run_1/registers.png
Drawn at 3 px/um.
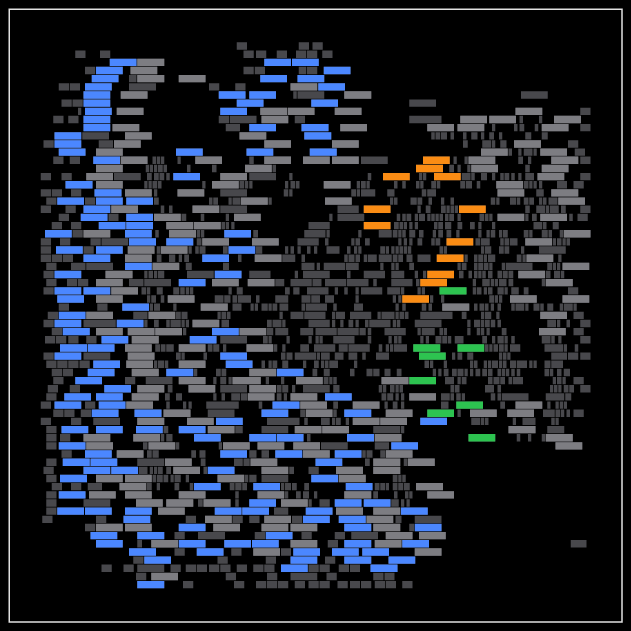
run_1/metal_stack.png
Drawn at 2 px/um. Only two layers are drawn.
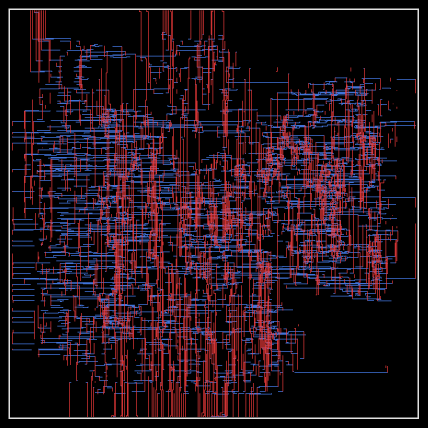
run_1/cell_classes.png
Drawn at 1.5 px/um.
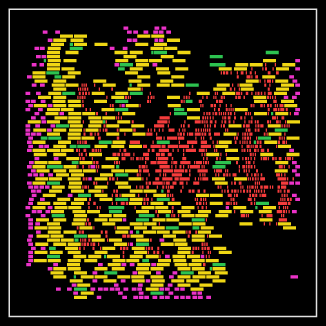
### config.mk
export PLATFORM = sky130hd
export DESIGN_NAME = tdc_sampler
export DESIGN_NICKNAME = d
export VERILOG_FILES = /design/src/rtl/tdc_pkg.sv /design/src/rtl/tdc_therm_count.sv /design/src/rtl/tdc_sampler.sv
export SDC_FILE = /design/constraint.sdc
export NUM_CORES = 1
export LEC_CHECK = 0
export ABC_AREA = 1
export CORE_MARGIN = 10
export CORE_UTILIZATION = 40
export DETAILED_ROUTE_END_ITERATION = 16
export HOLD_SLACK_MARGIN = 0.08
export PLACE_DENSITY = 0.62
export SYNTH_ARGS = -nofsm -noshare
export SYNTH_HDL_FRONTEND = slang
export SYNTH_HIERARCHICAL = 1
export SYNTH_SLANG_ARGS = --single-unit
### constraint.sdc
create_clock -name clk -period 17.99 [get_ports clk]
set_clock_uncertainty 0.05 [all_clocks]
set_input_delay 3.598 -clock clk [delete_from_list [all_inputs] [get_ports clk]]
set_output_delay 3.598 -clock clk [all_outputs]
set_load 0.005 [all_outputs]
### src/rtl/tdc_pkg.sv
`default_nettype none
// +----------------------------------------------------------------------+
// | tdc_pkg : shared FSM encoding, readout codes and width helpers for   |
// |           the TDC sampler.                                           |
// | Rev 1.0                                                              |
// +----------------------------------------------------------------------+
package tdc_pkg;

  typedef enum logic [2:0] {
    ST_IDLE = 3'd0,
    ST_ARM  = 3'd1,
    ST_CAP  = 3'd2,
    ST_GAP  = 3'd3,
    ST_DONE = 3'd4
  } tdc_state_e;

  localparam logic [1:0] C_OSEL_AVG    = 2'b00;
  localparam logic [1:0] C_OSEL_ACC_LO = 2'b01;
  localparam logic [1:0] C_OSEL_ACC_HI = 2'b10;
  localparam logic [1:0] C_OSEL_STATUS = 2'b11;

  // Sample counter must hold 2^7 = 128.
  localparam int C_SMP_W    = 8;
  localparam int C_N_LOG2_W = 3;

  function automatic int clog2_min1(input int v);
    return (v > 1) ? $clog2(v) : 1;
  endfunction

endpackage
`default_nettype wire

### src/rtl/tdc_therm_count.sv
`default_nettype none
// +----------------------------------------------------------------------+
// | tdc_therm_count : popcount and bubble detection for one tap snapshot |
// | Rev 1.0                                                              |
// +----------------------------------------------------------------------+
module tdc_therm_count
  import tdc_pkg::*;
#(
  parameter int TAP_W = 19,
  parameter int CNT_W = clog2_min1(TAP_W + 1)
) (
  input  logic [TAP_W-1:0] taps,
  output logic [CNT_W-1:0] count,
  output logic             bubble
);

  logic [CNT_W-1:0] w_trans;

  // A clean thermometer code has at most one 0/1 boundary.
  always_comb begin
    count   = '0;
    w_trans = '0;
    for (int i = 0; i < TAP_W; i++) begin
      count = count + CNT_W'(taps[i]);
    end
    for (int i = 0; i < TAP_W - 1; i++) begin
      w_trans = w_trans + CNT_W'(taps[i] ^ taps[i+1]);
    end
    bubble = (w_trans > CNT_W'(1));
  end

endmodule
`default_nettype wire

### src/rtl/tdc_sampler.sv
`default_nettype none
// +----------------------------------------------------------------------+
// | tdc_sampler : ring-oscillator TDC capture, averaging and byte readout|
// | Rev 1.0                                                              |
// +----------------------------------------------------------------------+
module tdc_sampler
  import tdc_pkg::*;
#(
  parameter int N_CH   = 8,
  parameter int TAP_W  = 19,
  parameter int SETTLE = 4,
  parameter int SEL_W  = clog2_min1(N_CH),
  parameter int CNT_W  = clog2_min1(TAP_W + 1),
  parameter int ACC_W  = CNT_W + 7
) (
  input  logic                    clk,
  input  logic                    rst_n,
  input  logic                    start,
  input  logic                    ro_deactivate,
  input  logic [SEL_W-1:0]        ch_sel,
  input  logic [C_N_LOG2_W-1:0]   n_log2,
  input  logic [1:0]              out_sel,
  input  logic [N_CH*TAP_W-1:0]   taps_in,
  output logic                    ro_activate,
  output logic                    busy,
  output logic                    done,
  output logic [7:0]              out
);

  localparam int               TMR_W      = clog2_min1(SETTLE);
  localparam logic [TMR_W-1:0] C_TMR_LAST = TMR_W'(SETTLE - 1);

  tdc_state_e                r_state;
  tdc_state_e                w_state_next;
  logic [TMR_W-1:0]          r_tmr;
  logic [C_SMP_W-1:0]        r_smp;
  logic [C_SMP_W-1:0]        w_smp_target;
  logic [SEL_W-1:0]          r_ch;
  logic [C_N_LOG2_W-1:0]     r_n;
  logic [ACC_W-1:0]          r_acc_work;
  logic [ACC_W-1:0]          r_acc;
  logic [ACC_W-1:0]          r_avg;
  logic                      r_err;
  logic [7:0]                r_out;
  logic [N_CH*TAP_W-1:0]     r_taps_meta;
  logic [N_CH*TAP_W-1:0]     r_taps_sync;
  logic [TAP_W-1:0]          w_ch_arr [N_CH];
  logic [TAP_W-1:0]          w_sel_taps;
  logic [CNT_W-1:0]          w_count;
  logic                      w_bubble;
  logic                      w_tmr_done;
  logic                      w_busy;

  // Every tap crosses into clk through two flops, regardless of channel.
  always_ff @(posedge clk or negedge rst_n) begin
    if (!rst_n) begin
      r_taps_meta <= '0;
      r_taps_sync <= '0;
    end else begin
      r_taps_meta <= taps_in;
      r_taps_sync <= r_taps_meta;
    end
  end

  for (genvar g = 0; g < N_CH; g++) begin : g_ch_unpack
    assign w_ch_arr[g] = r_taps_sync[g*TAP_W +: TAP_W];
  end

  // Out-of-range channels read as all-zero, giving a count of 0.
  always_comb begin
    w_sel_taps = '0;
    if (int'(r_ch) < N_CH) begin
      w_sel_taps = w_ch_arr[r_ch];
    end
  end

  tdc_therm_count #(
    .TAP_W (TAP_W),
    .CNT_W (CNT_W)
  ) u_therm_count (
    .taps   (w_sel_taps),
    .count  (w_count),
    .bubble (w_bubble)
  );

  assign w_tmr_done   = (r_tmr == C_TMR_LAST);
  assign w_smp_target = C_SMP_W'(1) << r_n;

  always_comb begin
    w_state_next = r_state;
    case (r_state)
      ST_IDLE: if (start) w_state_next = ST_ARM;
      ST_ARM:  if (w_tmr_done) w_state_next = ST_CAP;
      ST_CAP:  w_state_next = ST_GAP;
      ST_GAP: begin
        if (w_tmr_done) begin
          w_state_next = (r_smp == w_smp_target) ? ST_DONE : ST_ARM;
        end
      end
      ST_DONE: w_state_next = ST_IDLE;
      default: w_state_next = ST_IDLE;
    endcase
    if (ro_deactivate) begin
      w_state_next = ST_IDLE;
    end
  end

  always_ff @(posedge clk or negedge rst_n) begin
    if (!rst_n) begin
      r_state <= ST_IDLE;
    end else begin
      r_state <= w_state_next;
    end
  end

  always_ff @(posedge clk or negedge rst_n) begin
    if (!rst_n) begin
      r_tmr      <= '0;
      r_smp      <= '0;
      r_ch       <= '0;
      r_n        <= '0;
      r_acc_work <= '0;
      r_acc      <= '0;
      r_avg      <= '0;
      r_err      <= 1'b0;
    end else begin
      if ((w_state_next != r_state) || !((r_state == ST_ARM) || (r_state == ST_GAP))) begin
        r_tmr <= '0;
      end else begin
        r_tmr <= r_tmr + TMR_W'(1);
      end

      if ((r_state == ST_IDLE) && (w_state_next == ST_ARM)) begin
        r_ch       <= ch_sel;
        r_n        <= n_log2;
        r_acc_work <= '0;
        r_smp      <= '0;
        r_err      <= 1'b0;
      end

      // An abort during CAP discards that sample entirely.
      if ((r_state == ST_CAP) && (w_state_next == ST_GAP)) begin
        r_acc_work <= r_acc_work + ACC_W'(w_count);
        r_err      <= r_err | w_bubble;
        r_smp      <= r_smp + C_SMP_W'(1);
      end

      // Snapshot on entry to DONE so the readout is current one cycle after done.
      if ((r_state == ST_GAP) && (w_state_next == ST_DONE)) begin
        r_acc <= r_acc_work;
        r_avg <= r_acc_work >> r_n;
      end
    end
  end

  assign w_busy = (r_state != ST_IDLE);

  always_ff @(posedge clk or negedge rst_n) begin
    if (!rst_n) begin
      r_out <= 8'h00;
    end else begin
      case (out_sel)
        C_OSEL_AVG:    r_out <= 8'(r_avg);
        C_OSEL_ACC_LO: r_out <= r_acc[7:0];
        C_OSEL_ACC_HI: r_out <= 8'(r_acc >> 8);
        C_OSEL_STATUS: r_out <= {w_busy, r_err, 6'b0};
        default:       r_out <= 8'h00;
      endcase
    end
  end

  assign ro_activate = (r_state == ST_ARM) || (r_state == ST_CAP);
  assign busy        = w_busy;
  assign done        = (r_state == ST_DONE);
  assign out         = r_out;

endmodule
`default_nettype wire

==> flow_summary_export.csv, run 1 <==
group,metric,value,unit
outcome,status,"completed",
synth,ys.flops,364,
drt,top_layer,"met4",
critical_path,crit_path_start_kind,"register",
synth,ys_warn_count,6,
synth,synth_nets,1376,
synth,ys_cells,1169,
clock_tree,htree_num_levels,2,
critical_path,cp.required,18350,ps
synth,edf_count,0,
clock_tree,clk_pin_slew,60,ps
clock_tree,cts_root_buffer,"clkbuf_16",
pwr,power_frac_clock,25.1,%
synth,synth_seq_share,67.4,%
synth,common_cells,"364 x dfrtp_1, 154 x nor2_1, 133 x nand2_1",
synth,flop_cell,"dfrtp_1",
timing,worst_pin_slew,1070,ps
critical_path,cp_max_fo,38,
synth,synth_area,13500,um^2
place,dp_cells,1752,
drt,wl_met2,15300,um
clock_tree,postCtsHoldBufs,0,
place,gp_congestion,0.837,
cells_and_area,num-nets-final,1551,
place,port_buffers,174,
critical_path,rr_startpoint,"r_ch[1]",
timing,slew_viol_final,0,
pwr,p_comb_share,48.0,%
synth,top_cell,"dfrtp_1",
min_path,hold_path_class,"register to register",
timing,timing.setup.tns,0,ps
global_route,antenna_found_initial,0,
synth,ys_async_sr_fraction,100,%
clock_tree,cts_tree,"built",
place,pre_cts_ws,10890,ps
min_path,min_from,"r_taps_meta[8]",
floorplan,die_x,204,um
pwr,power_frac_seq,26.9,%
critical_path,cpMaxStageDelayCell,"dfrtp_1",
pwr,cellPowerDensity,194,nW/um^2
floorplan,dieHeight,204,um
critical_path,cpPeakStageDelay,640,ps
clock_tree,clk-insertion-delay-late,530,ps
min_path,hold_depth,0,
pwr,ir_drop,0.000285,V
timing,whs,288,ps
min_path,min_to,"r_taps_sync[8]",
critical_path,endpoint_kind,"register",
synth,synth_cells,1169,
drt,vias,8478,
critical_path,cp_data_arrival_time,7460,ps
drt,wl_met3,1860,um
cells_and_area,instances_no_fill,1823,
synth,yosys.area.top_type,"dfrtp_1",
timing,rsz0062_at_grt,"false",
drt,detail-route-antenna-nets,0,
synth,yosysChipArea,13500,um^2
place,place_area,15600,um^2
critical_path,reg2reg_depth,27,
drt,wl_per_cell,16.9,um
Notes on registers.png above:
legend:
  blue:
    name_in_the_netlist: `r_taps_meta`
    placed_flops: 152
  orange:
    name_in_the_netlist: `r_acc_work`
    placed_flops: 12
  green:
    name_in_the_netlist: `r_smp`
    placed_flops: 8
Seq/total area: 53.7%
sequential power: 0.887 mW
Register Area: 9110 um^2

Notes on metal_stack.png above:
legend:
  blue:
    layer: met1
    wire_length: 12700 um
  red:
    layer: met2
    wire_length: 15300 um
All-Layer GR Usage: 15.0%
DRT Wirelength: 30700 um

Notes on cell_classes.png above:
legend:
  green:
    class: clock drivers and dummy loads
    cells: 70
  magenta:
    class: other buffers and delay cells
    cells: 182
  yellow:
    class: flip-flops
    cells: 364
  red:
    class: all other logic
    cells: 758
final instance area: 17000 um^2
Core Util, Final: 50.7%
core footprint: 33400 um^2
# rows: 67

-- run 1: flip-flops by register name, indices dropped and copies added, names as in the netlist --
name / count
r_n: 3
r_taps_sync: 152
r_state: 3
r_tmr: 2
r_avg: 8
out: 8
r_taps_meta: 152
r_acc: 12
r_smp: 8
r_err: 1
r_ch: 3
r_acc_work: 12
-- run 1: power by group through the flow --
| stage | sequential (mW) | clock (mW) | combinational, mW |
|---|---|---|---|
| after floorplan | 0.882 | 0 | 1.24 |
| after global placement | 0.901 | 0 | 1.53 |
| after detailed placement | 0.902 | 0 | 1.59 |
| after CTS | 0.887 | 0.848 | 1.59 |
| after global routing | 0.892 | 0.882 | 1.85 |
| final | 0.887 | 0.826 | 1.58 |
-- run 1: cells by family after synthesis --
logic type / count (synthesis) / share of synthesized area [%]
AND/OR/NAND/NOR: 372 / 11.9
flip-flops: 364 / 67.4
AND-OR/OR-AND: 195 / 8.27
buffers and inverters: 173 / 5.64
adder cells (fa/ha/maj): 43 / 5.32
XOR/XNOR: 22 / 1.43
-- run 1: worst max path at each step --
stage                 start       endpoint  slack, ps  cells after the start
CTS                 r_ch[1]  r_acc_work[8]      10850                     27
floorplan           r_ch[0]  r_acc_work[8]      11860                     30
detailed placement  r_ch[1]  r_acc_work[8]      10890                     27
global placement    r_ch[1]  r_acc_work[8]      11020                     27
global route        r_ch[1]  r_acc_work[8]      10390                     27
finish              r_ch[1]  r_acc_work[8]      10890                     27
-- run 1: per-stage QoR --
stage | total power, mW | utilization (%)
4_1_cts | 3.33 | 50.7
5_1_grt | 3.62 | 50.7
3_5_place_dp | 2.49 | 46.6
2_1_floorplan | 2.12 | -
3_3_place_gp | 2.43 | 46.6
6_report | 3.29 | 50.7
-- run 1: layout by cell type (no fill, tap or decap), types with 5 or more instances in the layout --
master | synthesis | routed
bufinv_16 | 0 | 5
nor2_1 | 154 | 154
o221ai_1 | 6 | 6
inv_2 | 11 | 12
o21ai_2 | 11 | 11
o21ai_0 | 107 | 107
nand2_2 | 15 | 15
o21ai_1 | 16 | 16
a31oi_1 | 19 | 19
o22ai_1 | 23 | 23
clkdlybuf4s50_1 | 0 | 173
ha_1 | 19 | 19
nand2_1 | 133 | 133
nand4_1 | 10 | 10
xor2_1 | 17 | 17
a21oi_1 | 6 | 6
dfrtp_1 | 364 | 363
fa_1 | 24 | 24
buf_4 | 4 | 8
nand3_1 | 38 | 38
clkinv_2 | 0 | 8
xnor2_1 | 5 | 5
clkbuf_8 | 0 | 9
inv_1 | 115 | 114
clkbuf_16 | 0 | 39
nor3_1 | 5 | 5
-- run 1: worst max-delay path, delay by kind of cell (launching register included) --
family | cells | cell delay [ps]
compound gates | 5 | 1190
buf+inv | 5 | 890
simple gates | 8 | 660
fa+ha+maj | 7 | 3180
xor+xnor | 2 | 330
flops | 1 | 640
-- run 1: layout make-up --
type | count | area (um^2) | share of cell area, %
Sequential cell | 364 | 9110 | 53.7
Multi-Input combinational cell | 632 | 3640 | 21.5
Timing Repair Buffer | 182 | 1810 | 10.7
Clock buffer | 51 | 1110 | 6.55
Tap cell | 448 | 561 | 3.31
Inverter | 126 | 473 | 2.79
Clock inverter | 19 | 250 | 1.48
Antenna cell | 1 | 2.50 | 0.0148
run_1/met3.png
Drawn at 2 px/um.
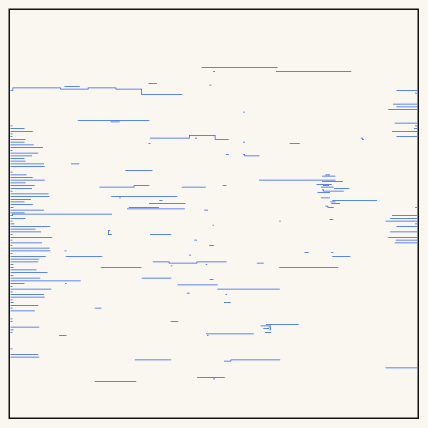

==> run 1 -> run 2 <==
==> constraint.sdc (replaced) <==
create_clock -name clk -period 6.9 [get_ports clk]
set_clock_uncertainty 0.05 [all_clocks]
set_input_delay 1.38 -clock clk [delete_from_list [all_inputs] [get_ports clk]]
set_output_delay 1.38 -clock clk [all_outputs]
set_load 0.005 [all_outputs]
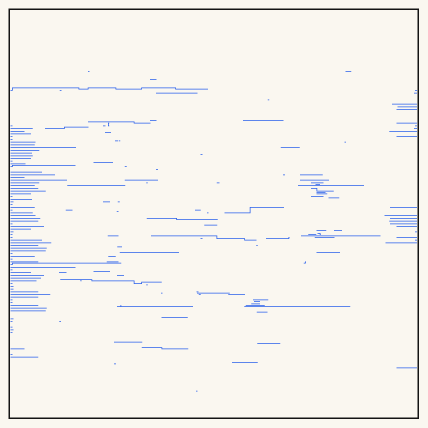
run_2/met3.png
Drawn at 2 px/um.
share of all routed wire: 6.3%
wire length on this layer: 1920 um
main direction: horizontal
DRT Wirelength: 30600 um
GR Util met3: 3.84%

==> run 2 against run 1 <==
  * Die size is the same
  * Worst setup slack got worse by 10000 ps
  * Hold slack improved by 1.0 ps
  * Power went up to 2.6 times the previous value
  * Sequential power rose to 2.6 times the previous value
  * Largest power group unchanged
  * Largest cell class unchanged
  * Sequential share of layout area decreased by 0.20 points
  * Synthesized area is the same
==> flow_summary_export.csv, run 2 <==
group,metric,value,unit
outcome,status,"completed",
critical_path,cp.required,7250,ps
min_path,hold_depth,0,
global_route,antenna_found_initial,3,
pwr,power_frac_clock,24.7,%
clock_tree,clk-insertion-delay-late,540,ps
cells_and_area,lay_top_cells,"363 x dfrtp_1, 173 x clkdlybuf4s50_1, 154 x nor2_1, 133 x nand2_1, 113 x inv_1",
timing,timing.setup.tns,0,ps
critical_path,timing.rr.end,"r_acc_work[8]",
pwr,ir_drop,0.000642,V
synth,flop_cell,"dfrtp_1",
place,port_buffers,174,
synth,ys.flops,364,
synth,edf_count,0,
critical_path,critPathBufInv,5,
synth,synth_cells,1169,
critical_path,cp_data_arrival_time,6740,ps
timing,worst_pin_slew,971,ps
floorplan,die_x,204,um
place,place_area,15700,um^2
pwr,power_frac_seq,26.9,%
critical_path,cpMaxStageDelayCell,"fa_1",
timing,rsz0062_at_grt,"false",
synth,ys_warn_count,6,
synth,synth_nets,1376,
floorplan,dieHeight,204,um
clock_tree,htree_num_levels,2,
synth,top_cell,"dfrtp_1",
critical_path,crit_path_start_kind,"register",
synth,ys_cells,1169,
pwr,p_comb_share,48.4,%
floorplan,core,33400,um^2
synth,ys_async_sr_fraction,100,%
cells_and_area,register_area,9110,um^2
synth,yosys.area.top_type,"dfrtp_1",
synth,yosysChipArea,13500,um^2
clock_tree,cts_root_buffer,"clkbuf_16",
floorplan,rows,67,
place,gp_congestion,0.912,
clock_tree,clk_pin_slew,60,ps
cells_and_area,comb_area,3650,um^2
cells_and_area,reg_top3,"r_taps_meta x152, r_taps_sync x152",
pwr,power,8.54,mW
critical_path,reg2reg_depth,26,
clock_tree,cts_tree,"built",
synth,synth_seq_share,67.4,%
clock_tree,postCtsHoldBufs,0,
timing,whs,289,ps
cells_and_area,fin_area,17000,um^2
cells_and_area,postLayoutCoreUtil,50.9,%
timing,maxSlewHeadroom,35.3,%
timing,fmaxAchievable,157,MHz
critical_path,endpoint_kind,"register",
critical_path,rr_startpoint,"r_ch[1]",
synth,synth_area,13500,um^2
timing,slew_viol_final,0,
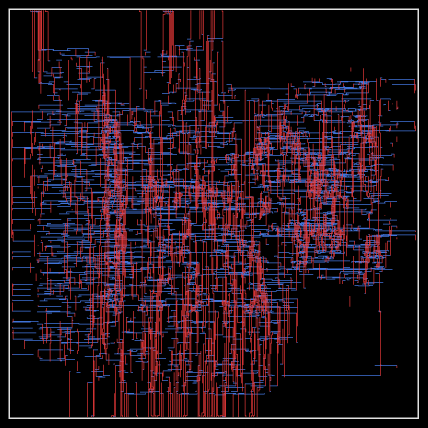
run_2/metal_stack.png
Drawn at 2 px/um. Only two layers are drawn.
legend:
  red:
    layer: met2
    wire_length: 15400 um
  blue:
    layer: met1
    wire_length: 12500 um
All-Layer GR Usage: 14.9%
routed len/inst: 16.8 um
DR vias: 8516

[run 2: cell counts after synthesis]
No cell type changed its count.
[run 2: power groups by stage]
stage / registers, mW / clock network (mW) / logic, mW
finish: 2.30 / 2.11 / 4.13
global route: 2.31 / 2.24 / 4.91
CTS: 2.30 / 2.16 / 4.18
detailed placement: 2.34 / 0 / 4.15
global placement: 2.34 / 0 / 3.96
floorplan: 2.30 / 0 / 3.22
[run 2: layer usage]
layer,vias up,share of wire (%),global-route usage (%)
li1,4089,-,-
met2,236,50,26.0
met3,61,6.3,3.84
met5,-,0.059,0
met4,4,2.5,4.61
met1,4126,41,17.8
[run 2: cell families after synthesis]
kind of cell,Yosys count,synth area share (%)
buffers and inverters,173,5.64
AND-OR/OR-AND,195,8.27
AND/OR/NAND/NOR,372,11.9
XOR/XNOR,22,1.43
adder cells (fa/ha/maj),43,5.32
flip-flops,364,67.4
[run 2: cell type report]
| cell class | count | share of cell area (%) |
|---|---|---|
| timing repair buffer | 188 | 11.1 |
| antenna | 1 | 0.0147 |
| clock inverter | 14 | 1.52 |
| multi-input combinational | 632 | 21.5 |
| inverter | 126 | 2.80 |
| sequential | 364 | 53.5 |
| clock buffer | 52 | 6.25 |
| tap | 448 | 3.29 |
[run 2: per-stage QoR]
step	cells	setup slack (ps)
detailed placement	1758	555
global route	1824	7.78
finish	1825	510
CTS	1824	514
global placement	1758	609
floorplan	1169	767
[run 2: worst max-delay path by stage]
stage / from / cells past startpoint / slack [ps] / endpoint
floorplan: r_ch[0] / 30 / 770 / r_acc_work[8]
global placement: r_ch[1] / 28 / 610 / r_acc_work[8]
detailed placement: r_ch[1] / 26 / 560 / r_acc_work[8]
CTS: r_ch[1] / 28 / 510 / r_acc_work[8]
global route: r_ch[1] / 26 / 8 / r_acc_work[11]
finish: r_ch[1] / 26 / 510 / r_acc_work[8]
[run 2: worst reg2reg max path, cell delays in order (launching register included)]
cell	delay [ps]
dfrtp_1	400
clkinvlp_4	250
buf_4	260
buf_4	180
nor2_1	90
o21ai_0	80
a31oi_1	450
fa_1	540
fa_1	530
inv_1	50
fa_1	460
fa_1	490
inv_1	50
fa_1	400
fa_1	470
xor2_1	180
ha_1	330
nand2_1	90
nand2_1	60
nand2_1	40
nand2_1	70
nand2_1	70
a21oi_1	200
nand2_1	110
nor2_1	130
xor2_1	160
o21ai_1	70
run_2/final_placement.png
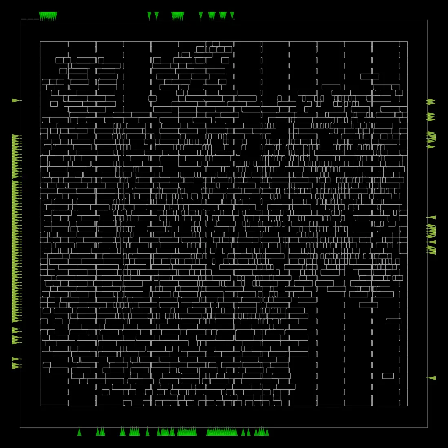

==> run 2 -> run 3 <==
--- a/config.mk
+++ b/config.mk
@@ -6,11 +6,12 @@
 export NUM_CORES = 1
 export LEC_CHECK = 0
 export ABC_AREA = 1
+export CAP_MARGIN = 20
 export CORE_MARGIN = 10
-export CORE_UTILIZATION = 40
+export CORE_UTILIZATION = 50
 export DETAILED_ROUTE_END_ITERATION = 16
 export HOLD_SLACK_MARGIN = 0.08
-export PLACE_DENSITY = 0.62
+export PLACE_DENSITY = 0.74
 export SYNTH_ARGS = -nofsm -noshare
 export SYNTH_HDL_FRONTEND = slang
 export SYNTH_HIERARCHICAL = 1
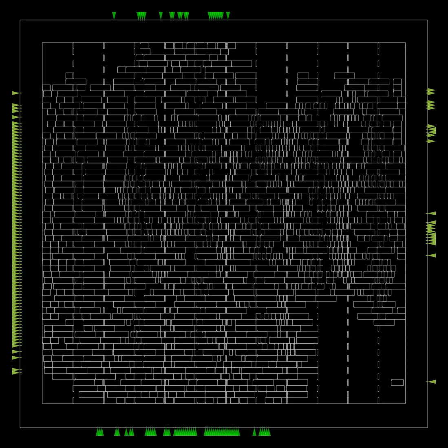
run_3/final_placement.png
# rows: 60
Seq/total area: 53.8%
# Taps: 341
Core Util, Final: 63.2%

==> run 3 against run 2 <==
  * Clock power about the same
  * Combinational power about the same
  * Non-clock buffer count increased by 1
  * Die size decreased by 18%
  * Count of clock-buffer cells in the layout decreased by 1
  * Cell area decreased by 0.54%
  * Synthesized area unchanged
  * Worst setup slack got worse by 70 ps
  * Routed wire length increased by 0.18%
  * Fmax decreased by 1.1%
==> flow_summary_export.csv, run 3 <==
group,metric,value,unit
synth,edf_count,0,
min_path,hold_path_class,"register to register",
pwr,ir_drop,0.000731,V
drt,dr.pass1.iters,6,
outcome,status,"completed",
synth,top_cell,"dfrtp_1",
synth,ys_async_sr_fraction,100,%
drt,routed_wl,30700,um
critical_path,reg2reg_depth,27,
critical_path,critPathBufInv,5,
global_route,antenna_found_initial,0,
clock_tree,cts_root_buffer,"clkbuf_16",
cells_and_area,num-nets-final,1557,
floorplan,dieHeight,184,um
clock_tree,clk-insertion-delay-late,540,ps
floorplan,die_x,184,um
global_route,grt_pass1_wl,48200,um
clock_tree,cts_tree,"built",
synth,synth_nets,1376,
synth,yosysChipArea,13500,um^2
pwr,power_frac_clock,24.6,%
drt,detail-route-antenna-nets,0,
timing,fmaxAchievable,155,MHz
place,place_area,15500,um^2
floorplan,boundaryPins,175,
synth,ys.flops,364,
cells_and_area,drive_gt1_share,9.87,%
pwr,power,8.57,mW
cells_and_area,n_fill_cell,1987,
synth,yosys.area.top_type,"dfrtp_1",
critical_path,endpoint_kind,"register",
critical_path,cp_data_arrival_time,6800,ps
clock_tree,cts_buffer_depth,3,
timing,hold_viol,0,
synth,ys_warn_count,6,
global_route,first_global_vias,9182,
min_path,hold_depth,0,
synth,ys_cells,1169,
critical_path,critPathTopFamily,"adder cells",
synth,common_cells,"364 x dfrtp_1, 154 x nor2_1, 133 x nand2_1",
timing,fin_crit,6460,ps
synth,synth_seq_share,67.4,%
place,gp_congestion,0.912,
drt,drt-initial-drc-count,665,
timing,setup_violations,0,
synth,synth_area,13500,um^2
cells_and_area,lay_top_cells,"363 x dfrtp_1, 173 x clkdlybuf4s50_1, 154 x nor2_1, 133 x nand2_1, 114 x inv_1",
synth,top_area_share,67.4,%
critical_path,rr_startpoint,"r_ch[0]",
timing,rsz0062_at_grt,"false",
timing,worst_pin_slew,902,ps
clock_tree,clk_pin_slew,70,ps
clock_tree,postCtsHoldBufs,0,
cells_and_area,reg_top3,"r_taps_meta x152, r_taps_sync x152",
clock_tree,htree_num_levels,2,
synth,synth.avg_cell_area,11.6,um^2
drt,wl_per_cell,17.8,um
drt,vias,8624,
critical_path,cp.required,7240,ps
pwr,power_frac_seq,26.8,%
min_path,min_from,"r_taps_meta[61]",
critical_path,timing.rr.end,"r_acc_work[8]",
clock_tree,cts_buffers,37,
place,port_buffers,174,
global_route,track_usage,18.1,%
pwr,p_comb_share,48.5,%
timing,timing.setup.tns,0,ps
timing,slew_viol_final,0,
critical_path,cpMaxStageDelayCell,"fa_1",
critical_path,cpPeakStageDelay,560,ps
pwr,p_switching,3.29,mW
cells_and_area,num_antenna_cells,0,
synth,synth_cells,1169,
critical_path,crit_path_start_kind,"register",
cells_and_area,lay_top_count,"dfrtp_1",
min_path,min_to,"r_taps_sync[61]",
timing,maxSlewHeadroom,39.8,%
synth,flop_cell,"dfrtp_1",
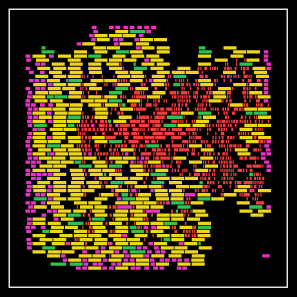
run_3/cell_classes.png
Drawn at 1.5 px/um.
legend:
  yellow:
    class: flip-flops
    cells: 364
  red:
    class: all other logic
    cells: 758
  magenta:
    class: other buffers and delay cells
    cells: 189
  green:
    class: clock drivers and dummy loads
    cells: 67
core footprint: 26800 um^2
final instance area: 16900 um^2

run 3: netlist changes by cell type in the layout (fill, tap and decap cells not counted), sizes merged:
cell	delta
bufinv	-1
clkinvlp	-1
clkinv	+4
buf	+1
clkbuf	-1
diode	-1
run 3: metal layers:
| layer | track usage (%) | routed length, um | vias up | part of all wire (%) |
|---|---|---|---|---|
| met4 | 5.67 | 822 | 0 | 2.7 |
| met2 | 32.0 | 15700 | 272 | 51 |
| li1 | - | - | 4087 | - |
| met3 | 4.63 | 1830 | 58 | 6.0 |
| met5 | 0 | 0 | - | 0 |
| met1 | 21.2 | 12300 | 4207 | 40 |
run 3: worst reg2reg max path, stage by stage (launching register included):
cell	delay (ps)
dfrtp_2	430
buf_16	310
o21ai_0	190
o22ai_1	270
nor2_1	90
a31oi_2	280
inv_1	110
fa_1	570
inv_1	70
fa_1	540
inv_1	50
fa_1	450
fa_1	490
inv_1	40
fa_1	400
fa_1	460
xor2_1	180
ha_1	340
nand2_1	80
nand2_1	60
nand2_1	50
nand2_1	80
nand2_1	70
a21oi_1	200
nand2_1	120
nor2_1	130
xor2_1	150
o21ai_1	70
run 3: final cells by class:
| class | instances | area (um^2) | share of cell area (%) |
|---|---|---|---|
| flip-flops and latches | 364 | 9110 | 53.8 |
| multi-input cells | 632 | 3650 | 21.6 |
| repair buffers | 189 | 1920 | 11.3 |
| clock buffers | 51 | 1100 | 6.50 |
| inverters | 126 | 475 | 2.81 |
| well taps | 341 | 427 | 2.52 |
| clock inverters | 16 | 246 | 1.46 |
run 3: power groups by stage:
stage                     Combinational [mW]  Sequential [mW]  Clock, mW
after detailed placement                4.17             2.34          0
final                                   4.16             2.30       2.11
after CTS                               4.17             2.30       2.16
after global routing                    4.88             2.31       2.24
after global placement                  3.94             2.33          0
after floorplan                         3.22             2.30          0
run 3: worst max path at each step:
| stage | from | to | slack, ps | depth (start not counted) |
|---|---|---|---|---|
| floorplan | r_ch[0] | r_acc_work[8] | 770 | 30 |
| CTS | r_ch[0] | r_acc_work[8] | 290 | 27 |
| global route | r_ch[0] | r_acc_work[8] | 10 | 27 |
| finish | r_ch[0] | r_acc_work[8] | 440 | 27 |
| detailed placement | r_ch[0] | r_acc_work[8] | 440 | 26 |
| global placement | r_ch[0] | r_acc_work[8] | 610 | 26 |
run 3: kinds of logic (layout without fill, tap and decap cells):
| family | after synthesis | after routing | synth area share [%] |
|---|---|---|---|
| AOI/OAI and AO/OA | 195 | 195 | 8.27 |
| DFF | 364 | 364 | 67.4 |
| xor gates and xnor gates | 22 | 22 | 1.43 |
| and+or+nand+nor | 372 | 372 | 11.9 |
| buffers and inverters | 173 | 382 | 5.64 |
| adders and majority gates | 43 | 43 | 5.32 |
run 3: metrics by stage:
step,worst slack (ps),hold slack [ps],cells
6_report,441,289,1719
5_1_grt,9.90,300,1719
4_1_cts,294,295,1718
3_5_place_dp,435,285,1651
3_3_place_gp,606,282,1651
2_1_floorplan,767,281,1169
Power figures rest on the tool's default switching activity, not on a simulated workload.
